[config.mk]
export PLATFORM = sky130hd
export DESIGN_NAME = lfsr_prbs_gen_flat
export DESIGN_NICKNAME = d
export VERILOG_FILES = /design/src/rtl/lfsr_prbs_gen_if.sv /design/src/rtl/lfsr_prbs_gen.sv /design/src/flat_wrapper.sv
export SDC_FILE = /design/constraint.sdc
export NUM_CORES = 1
export LEC_CHECK = 0
export CAP_MARGIN = 20
export CELL_PAD_IN_SITES_DETAIL_PLACEMENT = 1
export CELL_PAD_IN_SITES_GLOBAL_PLACEMENT = 1
export CORE_AREA = 4 4 163 86
export CTS_BUF_LIST = sky130_fd_sc_hd__clkbuf_4 sky130_fd_sc_hd__clkbuf_8 sky130_fd_sc_hd__clkbuf_16
export DETAILED_ROUTE_END_ITERATION = 10
export DIE_AREA = 0 0 167 90
export PLACE_DENSITY = 0.76
export SLEW_MARGIN = 10
export SYNTH_ARGS = -nofsm -noshare
export SYNTH_HDL_FRONTEND = slang
export SYNTH_SLANG_ARGS = --single-unit
export TNS_END_PERCENT = 100
[constraint.sdc]
create_clock -name clk -period 4.5 [get_ports clk]
set_input_delay 0.9 -clock clk [delete_from_list [all_inputs] [get_ports clk]]
set_output_delay 0.9 -clock clk [all_outputs]
set_load 0.01 [all_outputs]
[src/rtl/lfsr_prbs_gen_if.sv]
// lfsr_prbs_gen_if -- host/consumer bundle for the PRBS generator.
//   enable      host -> gen   request to run the generator
//   seed_load   host -> gen   load seed_data into the LFSR this cycle
//   seed_data   host -> gen   seed value (WIDTH bits)
//   out_ready   cons -> gen   consumer accepts out_data
//   out_valid   gen  -> cons  out_data holds a word
//   out_data    gen  -> cons  current LFSR state
//   out_bit     gen  -> cons  serial PRBS bit (out_data MSB)
//   seed_err    gen  -> host  one-cycle pulse: all-zero seed/state replaced by SEED
//   period_wrap gen  -> host  one-cycle pulse: state returned to reference seed
//   period_len  gen  -> host  step count of the last completed period
// The generator is the master (data source); host/consumer is the slave.
interface lfsr_prbs_gen_if #(
   parameter int unsigned WIDTH = 16
);
   logic             enable;
   logic             seed_load;
   logic [WIDTH-1:0] seed_data;
   logic             out_ready;
   logic             out_valid;
   logic [WIDTH-1:0] out_data;
   logic             out_bit;
   logic             seed_err;
   logic             period_wrap;
   logic [31:0]      period_len;

   modport master (
      input  enable, seed_load, seed_data, out_ready,
      output out_valid, out_data, out_bit, seed_err, period_wrap, period_len
   );

   modport slave (
      output enable, seed_load, seed_data, out_ready,
      input  out_valid, out_data, out_bit, seed_err, period_wrap, period_len
   );
endinterface

[src/rtl/lfsr_prbs_gen.sv]
// lfsr_prbs_gen -- Fibonacci/Galois LFSR pseudo-random sequence generator
// with valid/ready output handshake, host seeding and period measurement.
// Ports:
//   clk    rising-edge clock
//   reset  asynchronous active-high reset
//   bus    lfsr_prbs_gen_if master modport (see interface header)
// Parameters: WIDTH (3..32), TAPS (tap mask, MSB set), MODE (0 Fib, 1 Galois),
// SEED (nonzero reset/substitute seed).
module lfsr_prbs_gen #(
   parameter int unsigned      WIDTH = 16,
   parameter logic [WIDTH-1:0] TAPS  = 16'hB400,
   parameter int unsigned      MODE  = 0,
   parameter logic [WIDTH-1:0] SEED  = 16'h0010
) (
   input  logic             clk,
   input  logic             reset,
   lfsr_prbs_gen_if.master  bus
);

   typedef enum logic {IDLE, RUN} fsm_t;

   fsm_t             fsm;
   logic [WIDTH-1:0] lfsr;
   logic [WIDTH-1:0] ref_seed;
   logic [WIDTH-1:0] step_next;
   logic [31:0]      step_cnt;
   logic [31:0]      cnt_inc;
   logic [31:0]      plen_q;
   logic             valid_q;
   logic             err_q;
   logic             wrap_q;

   // One LFSR step from the current state.
   always_comb begin
      step_next = '0;
      if (MODE == 0) begin
         step_next = {lfsr[WIDTH-2:0], ^(lfsr & TAPS)};
      end else begin
         step_next[0] = lfsr[WIDTH-1];
         for (int unsigned i = 1; i < WIDTH; i++) begin
            step_next[i] = lfsr[i-1] ^ (lfsr[WIDTH-1] & TAPS[i-1]);
         end
      end
   end

   // Saturating increment of the step counter.
   always_comb begin
      cnt_inc = (step_cnt == '1) ? step_cnt : step_cnt + 32'd1;
   end

   always_ff @(posedge clk or posedge reset) begin
      if (reset) begin
         lfsr     <= SEED;
         ref_seed <= SEED;
         fsm      <= IDLE;
         valid_q  <= 1'b0;
         err_q    <= 1'b0;
         wrap_q   <= 1'b0;
         plen_q   <= '0;
         step_cnt <= '0;
      end else begin
         err_q  <= 1'b0;
         wrap_q <= 1'b0;
         if (bus.seed_load) begin
            // Seeding wins over any concurrent handshake; that step is dropped.
            if (bus.seed_data == '0) begin
               lfsr     <= SEED;
               ref_seed <= SEED;
               err_q    <= 1'b1;
            end else begin
               lfsr     <= bus.seed_data;
               ref_seed <= bus.seed_data;
            end
            fsm      <= IDLE;
            valid_q  <= 1'b0;
            step_cnt <= '0;
         end else if (lfsr == '0) begin
            // Lock-up recovery; unreachable from a legal seed but kept as a guard.
            lfsr  <= SEED;
            err_q <= 1'b1;
         end else begin
            case (fsm)
               IDLE: begin
                  if (bus.enable) begin
                     fsm     <= RUN;
                     valid_q <= 1'b1;
                  end
               end
               RUN: begin
                  if (bus.out_ready) begin
                     lfsr <= step_next;
                     if (step_next == ref_seed) begin
                        plen_q   <= cnt_inc;
                        step_cnt <= '0;
                        wrap_q   <= 1'b1;
                     end else begin
                        step_cnt <= cnt_inc;
                     end
                     if (!bus.enable) begin
                        fsm     <= IDLE;
                        valid_q <= 1'b0;
                     end
                  end
               end
               default: begin
                  fsm     <= IDLE;
                  valid_q <= 1'b0;
               end
            endcase
         end
      end
   end

   assign bus.out_valid   = valid_q;
   assign bus.out_data    = lfsr;
   assign bus.out_bit     = lfsr[WIDTH-1];
   assign bus.seed_err    = err_q;
   assign bus.period_wrap = wrap_q;
   assign bus.period_len  = plen_q;

endmodule

[src/flat_wrapper.sv]
// flat-port wrapper written by rule: the top's interface ports become plain ports
module lfsr_prbs_gen_flat 
#(
   parameter int unsigned      WIDTH = 16,
   parameter logic [WIDTH-1:0] TAPS  = 16'hB400,
   parameter int unsigned      MODE  = 0,
   parameter logic [WIDTH-1:0] SEED  = 16'h0010
)
  (clk, reset, bus_enable, bus_seed_load, bus_seed_data, bus_out_ready, bus_out_valid, bus_out_data, bus_out_bit, bus_seed_err, bus_period_wrap, bus_period_len);
  lfsr_prbs_gen_if #(.WIDTH(WIDTH)) bus_i ();
  input  logic clk;
  input  logic reset;
  input wire logic [$bits(bus_i.enable)-1:0] bus_enable;
  input wire logic [$bits(bus_i.seed_load)-1:0] bus_seed_load;
  input wire logic [$bits(bus_i.seed_data)-1:0] bus_seed_data;
  input wire logic [$bits(bus_i.out_ready)-1:0] bus_out_ready;
  output wire logic [$bits(bus_i.out_valid)-1:0] bus_out_valid;
  output wire logic [$bits(bus_i.out_data)-1:0] bus_out_data;
  output wire logic [$bits(bus_i.out_bit)-1:0] bus_out_bit;
  output wire logic [$bits(bus_i.seed_err)-1:0] bus_seed_err;
  output wire logic [$bits(bus_i.period_wrap)-1:0] bus_period_wrap;
  output wire logic [$bits(bus_i.period_len)-1:0] bus_period_len;
  assign bus_i.enable = bus_enable;
  assign bus_i.seed_load = bus_seed_load;
  assign bus_i.seed_data = bus_seed_data;
  assign bus_i.out_ready = bus_out_ready;
  assign bus_out_valid = bus_i.out_valid;
  assign bus_out_data = bus_i.out_data;
  assign bus_out_bit = bus_i.out_bit;
  assign bus_seed_err = bus_i.seed_err;
  assign bus_period_wrap = bus_i.period_wrap;
  assign bus_period_len = bus_i.period_len;
  lfsr_prbs_gen #(.WIDTH(WIDTH), .TAPS(TAPS), .MODE(MODE), .SEED(SEED)) u_core (.clk(clk), .reset(reset), .bus(bus_i));
endmodule
==> impl_metrics.csv, run 1 <==
group,metric,value,unit
timing,slew_viol_final,0,
clock_tree,root_buffer,"clkbuf_16",
outcome,status,"finished clean",
clock_tree,clock-sinks,100,
worst_setup_path,critPathLaunchType,"register",
clock_tree,numCtsBuffers,9,
logic_synthesis,ys_area,0.00518,mm²
timing,max_slew_margin,35.3,%
job,drv_cap,0,
final_layout,stdcell_area,0.00629,mm²
clock_tree,cts_buffer_depth,2,
worst_setup_path,critPathMaxFanout,49,
final_layout,drive_above_1_share,6.87,%
placement,placed_area,0.00602,mm²
min_path,hp-class,"reg2reg",
floorplanning,die_y,90,µm
timing,tightest_slew,0.969,ns
logic_synthesis,top_cells_by_area,"dfrtp_1 47%, o21ai_0 6.2%, nand2_1 6.1%",
logic_synthesis,synth_nets,586,
logic_synthesis,edf_count,0,
worst_setup_path,crit_top_cell,"xnor2_1",
logic_synthesis,ys_types,55,
final_layout,final_common_cell,"dfrtp_1",
logic_synthesis,ys_seq_share,48.3,%
floorplanning,die-area,0.0150,mm²
logic_synthesis,ys_cells,563,
logic_synthesis,synth_warnings,0,
logic_synthesis,synth_top_cell_by_area,"dfrtp_1",
job,tool_warnings,26,
final_layout,area_delta_synth_final,21.4,%
pwr,finalPower,1.95,mW
timing,tns,0,ns
detailed_routing,dr.first_iter.drc_count,250,
floorplanning,die_width,167,µm
placement,gp_congestion,0.837,
timing,fmaxAchievable,355,MHz
placement,dpl.hpwl,9810,µm
worst_setup_path,crit_chain,"inv_1, ha_1, xor2_1, xnor2_1, xnor2_1, a21oi_4, buf_4, o21ai_0, a31oi_1",
worst_setup_path,slowest_stage,"buf_4",
logic_synthesis,avgSynthCellArea,9.21,µm²
global_route,antenna_found_initial,0,
worst_setup_path,cp_data_arrival_time,3.06,ns
global_route,grt_pass1_vias,4587,
final_layout,most-common-layout-cells,"98 x dfrtp_1, 84 x nand2_1, 72 x clkdlybuf4s50_1, 64 x o21ai_0, 36 x a21oi_1",
worst_setup_path,slowest_delay,0.50,ns
logic_synthesis,syn_area,0.00518,mm²
worst_setup_path,end_kind,"register",
clock_tree,postCtsHoldBufs,0,
detailed_routing,firstDrtPassIters,4,
logic_synthesis,dominantRegCellSynth,"dfrtp_1",
final_layout,nets,644,
clock_tree,h-tree-depth,3,
timing,final_hold_viol_count,0,
clock_tree,cts_resized,0,
floorplanning,io_pins,73,
timing,finalCriticalPeriod,2.82,ns
pwr,leakagePower,2.58,nW
detailed_routing,drc_errors,0,
clock_tree,post_cts_buffers,0,
clock_tree,cts.clk_slew.worst_paths,0.07,ns
timing,rsz0062_at_grt,"false",
clock_tree,tritoncts,"yes",
global_route,grt_pass1_wl,23700,µm
global_route,grt_start_max_net_pins,55,
logic_synthesis,synth_flops,100,
detailed_routing,avgViaCountPerCell,5.52,
floorplanning,num_rows,29,
worst_setup_path,crit_required,4.75,ns
pwr,peakVddDrop,0.000140,V
logic_synthesis,synth.top_cell.area_share,47.3,%
global_route,grt_overflow_total,0,
final_layout,diodes,0,
placement,io_buffer_count,72,
worst_setup_path,worstSetupPathType,"reg2reg",
detailed_routing,ant_nets,0,
pwr,power_density,310,mW/mm²
timing,setup_viol,0,
logic_synthesis,syn_inst,563,
logic_synthesis,synthArstFlopShare,100,%
timing,finalCritPeriodShare,62.6,%
-- run 1: synth_stat cells (all sizes together), types with 11 or more instances --
cell type and instances:
nor2 30, a21oi 38, buf 11, inv 21, and3 14, nor4 11, a31oi 28, nor3 13
xnor2 33, nand2 85, o21ai 66, clkbuf 21, xor2 15, nand4 11, nand3 15, dfrtp 98
-- run 1: cell type report --
type                       count  area (µm²)
clock buffer                  12         248
clock inverter                 4        26.3
fill                        1448        6220
inverter                      21        81.3
multi-input combinational    410        2450
sequential                   100        2500
tap                          170         213
timing repair buffer          79         773
-- run 1: flip-flops by register name (all words and copies together), names as in the netlist --
signal	count
u_core.bus.period_len	32
u_core.step_cnt	32
u_core.bus.out_data	16
u_core.ref_seed	16
u_core.bus.out_valid	1
u_core.bus.period_wrap	1
u_core.bus.seed_err	1
u_core.fsm	1
-- run 1: kinds of logic after synthesis --
kind of cell / synth area share, %
XOR/XNOR: 8.11
AND/OR/NAND/NOR: 21.0
multiplexers: 0.990
buffers and inverters: 4.66
adder cells (fa/ha/maj): 0.483
AND-OR/OR-AND: 16.5
flip-flops: 48.3
-- run 1: power breakdown --
| group | switching [mW] | internal (mW) | leakage (nW) |
|---|---|---|---|
| Sequential | 0.0516 | 0.936 | 1.33 |
| Combinational | 0.124 | 0.108 | 1.12 |
| Clock | 0.338 | 0.393 | 0.137 |
-- run 1: metal layers --
layer | wire [µm] | up-vias | global-route usage, %
li1 | - | 2091 | -
met1 | 6780 | 2220 | 26.6
met2 | 6380 | 73 | 30.3
met3 | 482 | 12 | 4.08
met4 | 129 | 0 | 3.68
met5 | 0 | - | 0
-- run 1: worst max-delay path: cells and delay by family, from the launching register on --
kind / cells / cell delay, ns
compound gates: 3 / 0.77
xor+xnor: 3 / 0.58
fa+ha+maj: 1 / 0.30
buf+inv: 2 / 0.57
flops: 1 / 0.45
-- run 1: final timing paths --
| path | startpoint | slack [ns] | to | cells past startpoint |
|---|---|---|---|---|
| hold reg to reg | u_core.bus.period_len[20] | 0.48 | u_core.bus.period_len[20] | 2 |
| max in group asynchronous | reset | 2.67 | u_core.bus.period_len[23] | 3 |
| setup reg to reg | u_core.bus.out_data[12] | 1.68 | u_core.step_cnt[21] | 9 |
| hold / removal | u_core.bus.period_len[20] | 0.48 | u_core.bus.period_len[20] | 2 |
| min in group asynchronous | reset | 1.02 | u_core.bus.out_valid | 2 |
| setup / recovery | u_core.bus.out_data[12] | 1.68 | u_core.step_cnt[21] | 9 |
-- run 1: stage by stage --
stage	std cells	hold WS [ns]	setup WS, ns
floorplan	563	0.472	0.985
global placement	780	0.461	1.38
detailed placement	780	0.473	1.37
CTS	796	0.488	1.69
global route	796	0.518	1.43
finish	796	0.481	1.68
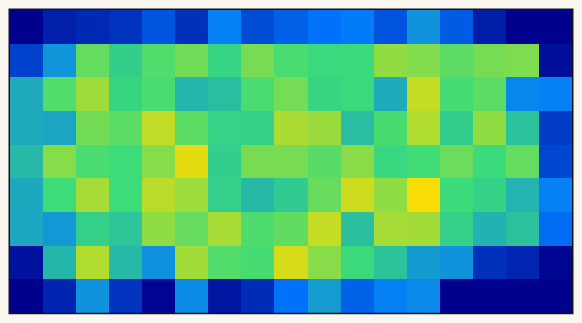
Run 1: cell density map
17 x 9 tiles, from dark blue (low) to red (high), 0 to 100% covered.
fullest tile = 74%
mean over tiles = 41%
nearly empty tiles = 6.5%
Core Area: 0.0125 mm²
initial core utilization: 41.4%
fin util: 50.3%

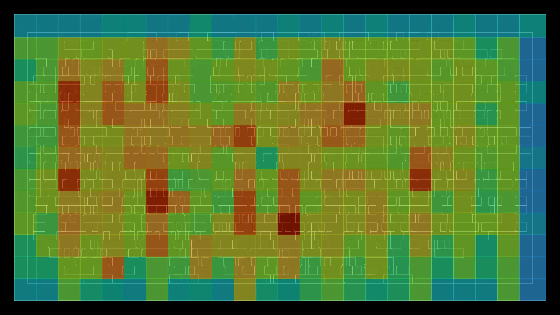
Run 1: congestion heat map
wire per inst: 17.3 µm
Global Route met1 Usage: 26.6%
busiest grt layer: met2
GRT Total Usage: 18.9%

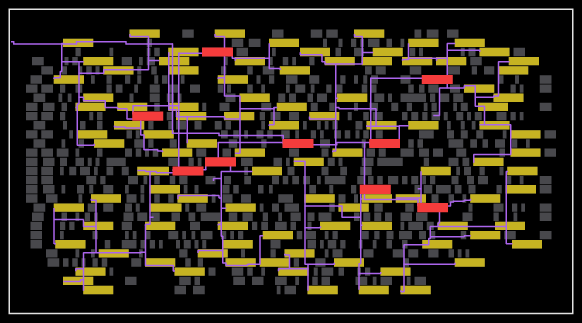
Run 1: clock network drawn from the DEF
yellow -> flip-flops  # count 100
red -> clock-net drivers  # count 9
purple -> clock wires  # length 1340 µm
flops lie = widely spread
routed clock nets = 10
Final Skew: 0.0120 ns
clk_lat worst skew: 0.35 ns

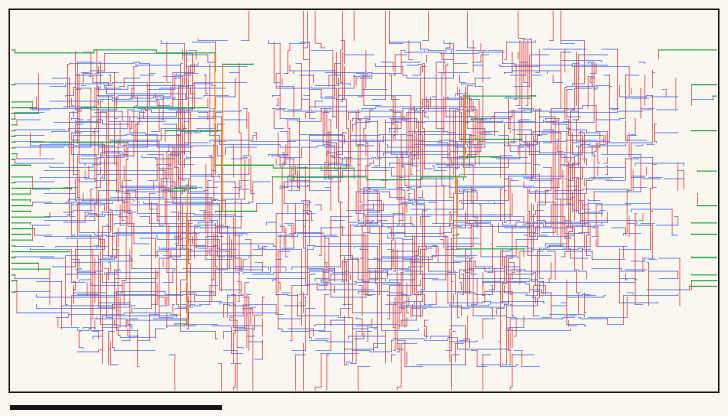
Run 1: metal layers overlaid
Scale bar: 50 µm.
orange -> M4  # wire length 130 µm
green -> M3  # wire length 483 µm
red -> M2  # wire length 6380 µm
blue -> M1  # wire length 6780 µm
routed vias: 4396
WL final: 13800 µm

==> run 1 -> run 2 <==
--- a/config.mk
+++ b/config.mk
@@ -8,11 +8,11 @@
 export CAP_MARGIN = 20
 export CELL_PAD_IN_SITES_DETAIL_PLACEMENT = 1
 export CELL_PAD_IN_SITES_GLOBAL_PLACEMENT = 1
-export CORE_AREA = 4 4 163 86
+export CORE_AREA = 4 4 171 90
 export CTS_BUF_LIST = sky130_fd_sc_hd__clkbuf_4 sky130_fd_sc_hd__clkbuf_8 sky130_fd_sc_hd__clkbuf_16
 export DETAILED_ROUTE_END_ITERATION = 10
-export DIE_AREA = 0 0 167 90
-export PLACE_DENSITY = 0.76
+export DIE_AREA = 0 0 175 94
+export PLACE_DENSITY = 0.72
 export SLEW_MARGIN = 10
 export SYNTH_ARGS = -nofsm -noshare
 export SYNTH_HDL_FRONTEND = slang
==> constraint.sdc (replaced) <==
create_clock -name clk -period 2.31 [get_ports clk]
set_input_delay 0.462 -clock clk [delete_from_list [all_inputs] [get_ports clk]]
set_output_delay 0.462 -clock clk [all_outputs]
set_load 0.01 [all_outputs]
==> run 2 against run 1 <==
The flow now finishes with violations (negative setup slack). Routed wire length rose by 40%. Die size rose by 9.4%. Utilization increased by 1.7 points. Combinational power increased to 3.1 times the previous value. Critical path depth is 2 higher. Critical endpoint is now u_core.step_cnt[2]. Non-clock buffer count is 76 higher.
==> impl_metrics.csv, run 2 <==
group,metric,value,unit
timing,rsz0062_at_grt,"true",
worst_setup_path,r2r_end,"u_core.step_cnt[2]",
floorplanning,fp_util,36.9,%
logic_synthesis,synth.top_cell.area_share,47.3,%
timing,tightest_slew,0.558,ns
clock_tree,numCtsBuffers,9,
timing,final_hold_viol_count,0,
global_route,grt_start_max_net_pins,44,
worst_setup_path,cp_data_arrival_time,2.61,ns
timing,slew_viol_final,0,
clock_tree,root_buffer,"clkbuf_16",
logic_synthesis,synth_warnings,0,
detailed_routing,num_vias,4946,
logic_synthesis,avgSynthCellArea,9.21,µm²
floorplanning,die_y,94,µm
floorplanning,die_width,175,µm
job,drv_cap,0,
detailed_routing,drc_errors,0,
worst_setup_path,critPathLaunchType,"register",
detailed_routing,wire_per_inst,21.4,µm
worst_setup_path,critPathMaxFanout,5,
floorplanning,placeableCoreArea,0.0140,mm²
detailed_routing,dr.first_iter.drc_count,332,
detailed_routing,wl,19200,µm
logic_synthesis,top_cells_by_area,"dfrtp_1 47%, o21ai_0 6.2%, nand2_1 6.1%",
floorplanning,io_pins,73,
logic_synthesis,synthTopCellsByCount,"98 x dfrtp_1, 84 x nand2_1, 64 x o21ai_0",
global_route,grt_pass1_wl,28300,µm
worst_setup_path,worstSetupPathType,"reg2reg",
timing,setup_slack,-0.0389,ns
min_path,hold_end,"u_core.bus.period_len[27]",
global_route,met2_usage,31.8,%
final_layout,seq_area,0.00251,mm²
worst_setup_path,end_kind,"register",
placement,place_inst,867,
detailed_routing,firstDrtPassIters,5,
logic_synthesis,edf_count,0,
worst_setup_path,ff2ff_path_depth,11,
clock_tree,tritoncts,"yes",
global_route,grt_overflow_total,0,
logic_synthesis,dominantRegCellSynth,"dfrtp_1",
clock_tree,postCtsHoldBufs,0,
logic_synthesis,most_common_cell,"dfrtp_1",
min_path,hp-class,"reg2reg",
placement,io_buffer_count,72,
logic_synthesis,synth_nets,586,
detailed_routing,avgViaCountPerCell,5.49,
logic_synthesis,ys_types,55,
final_layout,fillers,1616,
timing,finalCriticalPeriod,2.35,ns
clock_tree,clock-sinks,100,
logic_synthesis,syn_inst,563,
floorplanning,die-area,0.0165,mm²
outcome,status,"finished, violations left",
worst_setup_path,rr_startpoint,"u_core.bus.out_data[12]",
timing,skew,0.0110,ns
timing,max_slew_margin,62.6,%
final_layout,comb_area,0.00258,mm²
logic_synthesis,synth_flops,100,
final_layout,area_delta_synth_final,40.7,%
final_layout,diodes,0,
outcome,violations,"negative setup slack",
placement,dpl.hpwl,12600,µm
placement,gp_congestion,0.930,
timing,setup_viol,6,
worst_setup_path,r2r_setup_slack,-0.04,ns
logic_synthesis,ys_seq_share,48.3,%
final_layout,nets,721,
logic_synthesis,ys_cells,563,
pwr,finalPower,4.32,mW
global_route,antenna_found_initial,0,
min_path,min_from,"u_core.bus.period_len[27]",
job,tool_warnings,27,
pwr,power_density,593,mW/mm²
pwr,leakagePower,3.10,nW
logic_synthesis,syn_area,0.00518,mm²
clock_tree,cts.clk_slew.worst_paths,0.08,ns
placement,placed_area,0.00658,mm²
detailed_routing,ant_nets,0,
timing,finalCritPeriodShare,102,%
logic_synthesis,synth_top_cell_by_area,"dfrtp_1",
final_layout,stdcell_area,0.00729,mm²
final_layout,final_common_cell,"dfrtp_1",
final_layout,drive_above_1_share,20.8,%
logic_synthesis,ys_area,0.00518,mm²
timing,fmaxAchievable,426,MHz
floorplanning,num_rows,31,
final_layout,final_cells,901,
clock_tree,clock_latency,0.35,ns
logic_synthesis,synthArstFlopShare,100,%
final_layout,most-common-layout-cells,"94 x dfrtp_1, 80 x nand2_1, 72 x clkdlybuf4s50_1, 63 x buf_4, 44 x o21ai_0",
worst_setup_path,crit_required,2.58,ns
global_route,grt_pass1_vias,4964,
pwr,peakVddDrop,0.000429,V
min_path,hold_depth,2,
placement,post-place-ws,-0.142,ns
clock_tree,cts_buffer_depth,2,
clock_tree,h-tree-depth,3,
## run 2: cell count changes in the layout (fill, tap and decap cells not counted), sizes merged
cell / change
a21oi: +1
clkinv: +1
inv: -1
clkbuf: +1
bufinv: +2
buf: +73
## run 2: cell type report
cell class,count,area share [%]
multi-input cells,411,35.4
flip-flops and latches,100,34.4
repair buffers,155,21.1
clock inverters,6,1.20
inverters,21,1.17
clock buffers,10,3.28
well taps,198,3.40
## run 2: kinds of logic (layout without fill, tap and decap cells)
group | count (synthesis) | after routing | share of synthesized area [%]
DFF | 100 | 100 | 48.3
and+or+nand+nor | 206 | 206 | 21.0
muxes | 5 | 5 | 0.990
buffers and inverters | 53 | 192 | 4.66
adders and majority gates | 2 | 2 | 0.483
xor gates and xnor gates | 48 | 48 | 8.11
AOI/OAI and AO/OA | 149 | 150 | 16.5
## run 2: through the flow
stage          util (%)  TNS [ns]  hold WS, ns
2_1_floorplan         -         0        0.472
5_1_grt            51.9     -2.46        0.512
3_5_place_dp       46.8     -3.31        0.472
6_report           51.9    -0.135        0.482
4_1_cts            49.8         0        0.488
3_3_place_gp       46.8     -2.51        0.460
## run 2: routing by layer
layer | wire (µm) | share of wire [%] | vias up
met3 | 1340 | 6.9 | 21
met4 | 250 | 1.3 | 0
met1 | 9470 | 49 | 2523
met2 | 8190 | 43 | 148
li1 | - | - | 2254
met5 | 0 | 0 | -
## run 2: repair_timing
action                     4_1_cts  5_1_grt
buffers inserted                 6        6
resized                          5       54
setup endpoints to repair       63       64
hold endpoints to repair         0        0
pin swaps                        5       13
gates cloned                     1        5
## run 2: how the worst max path moves through the flow
stage / depth (start not counted) / end / start
4_1_cts: 11 / u_core.step_cnt[16] / u_core.bus.out_data[12]
3_5_place_dp: 7 / u_core.bus.period_len[29] / u_core.bus.out_data[14]
2_1_floorplan: 10 / u_core.step_cnt[14] / u_core.bus.out_data[12]
3_3_place_gp: 7 / u_core.bus.period_len[29] / u_core.bus.out_data[14]
5_1_grt: 11 / u_core.step_cnt[12] / u_core.bus.out_data[13]
6_report: 11 / u_core.step_cnt[2] / u_core.bus.out_data[12]
## run 2: report_power, final
| part | internal (mW) | switching, mW |
|---|---|---|
| logic | 0.345 | 0.375 |
| registers | 1.82 | 0.0884 |
| clock network | 0.981 | 0.708 |
## run 2: critical path, cell delays in order, from the launching register on
cell       delay, ns
dfrtp_1         0.39
inv_2           0.06
ha_4            0.27
xor2_2          0.22
xnor2_2         0.15
xnor2_2         0.19
buf_6           0.16
a21oi_4         0.23
clkbuf_16       0.20
buf_4           0.13
a31oi_1         0.10
a31oi_1         0.16
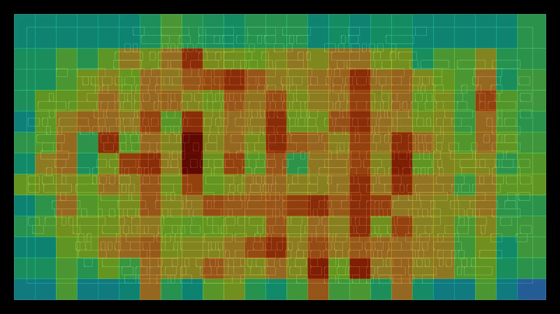
Run 2: congestion heat map
busiest grt layer: met1
fin util: 51.9%
Global Route met1 Usage: 33.6%
GR Util met3: 5.71%
GRT Total Usage: 22.1%

Power is estimated from default activity; no workload was simulated.
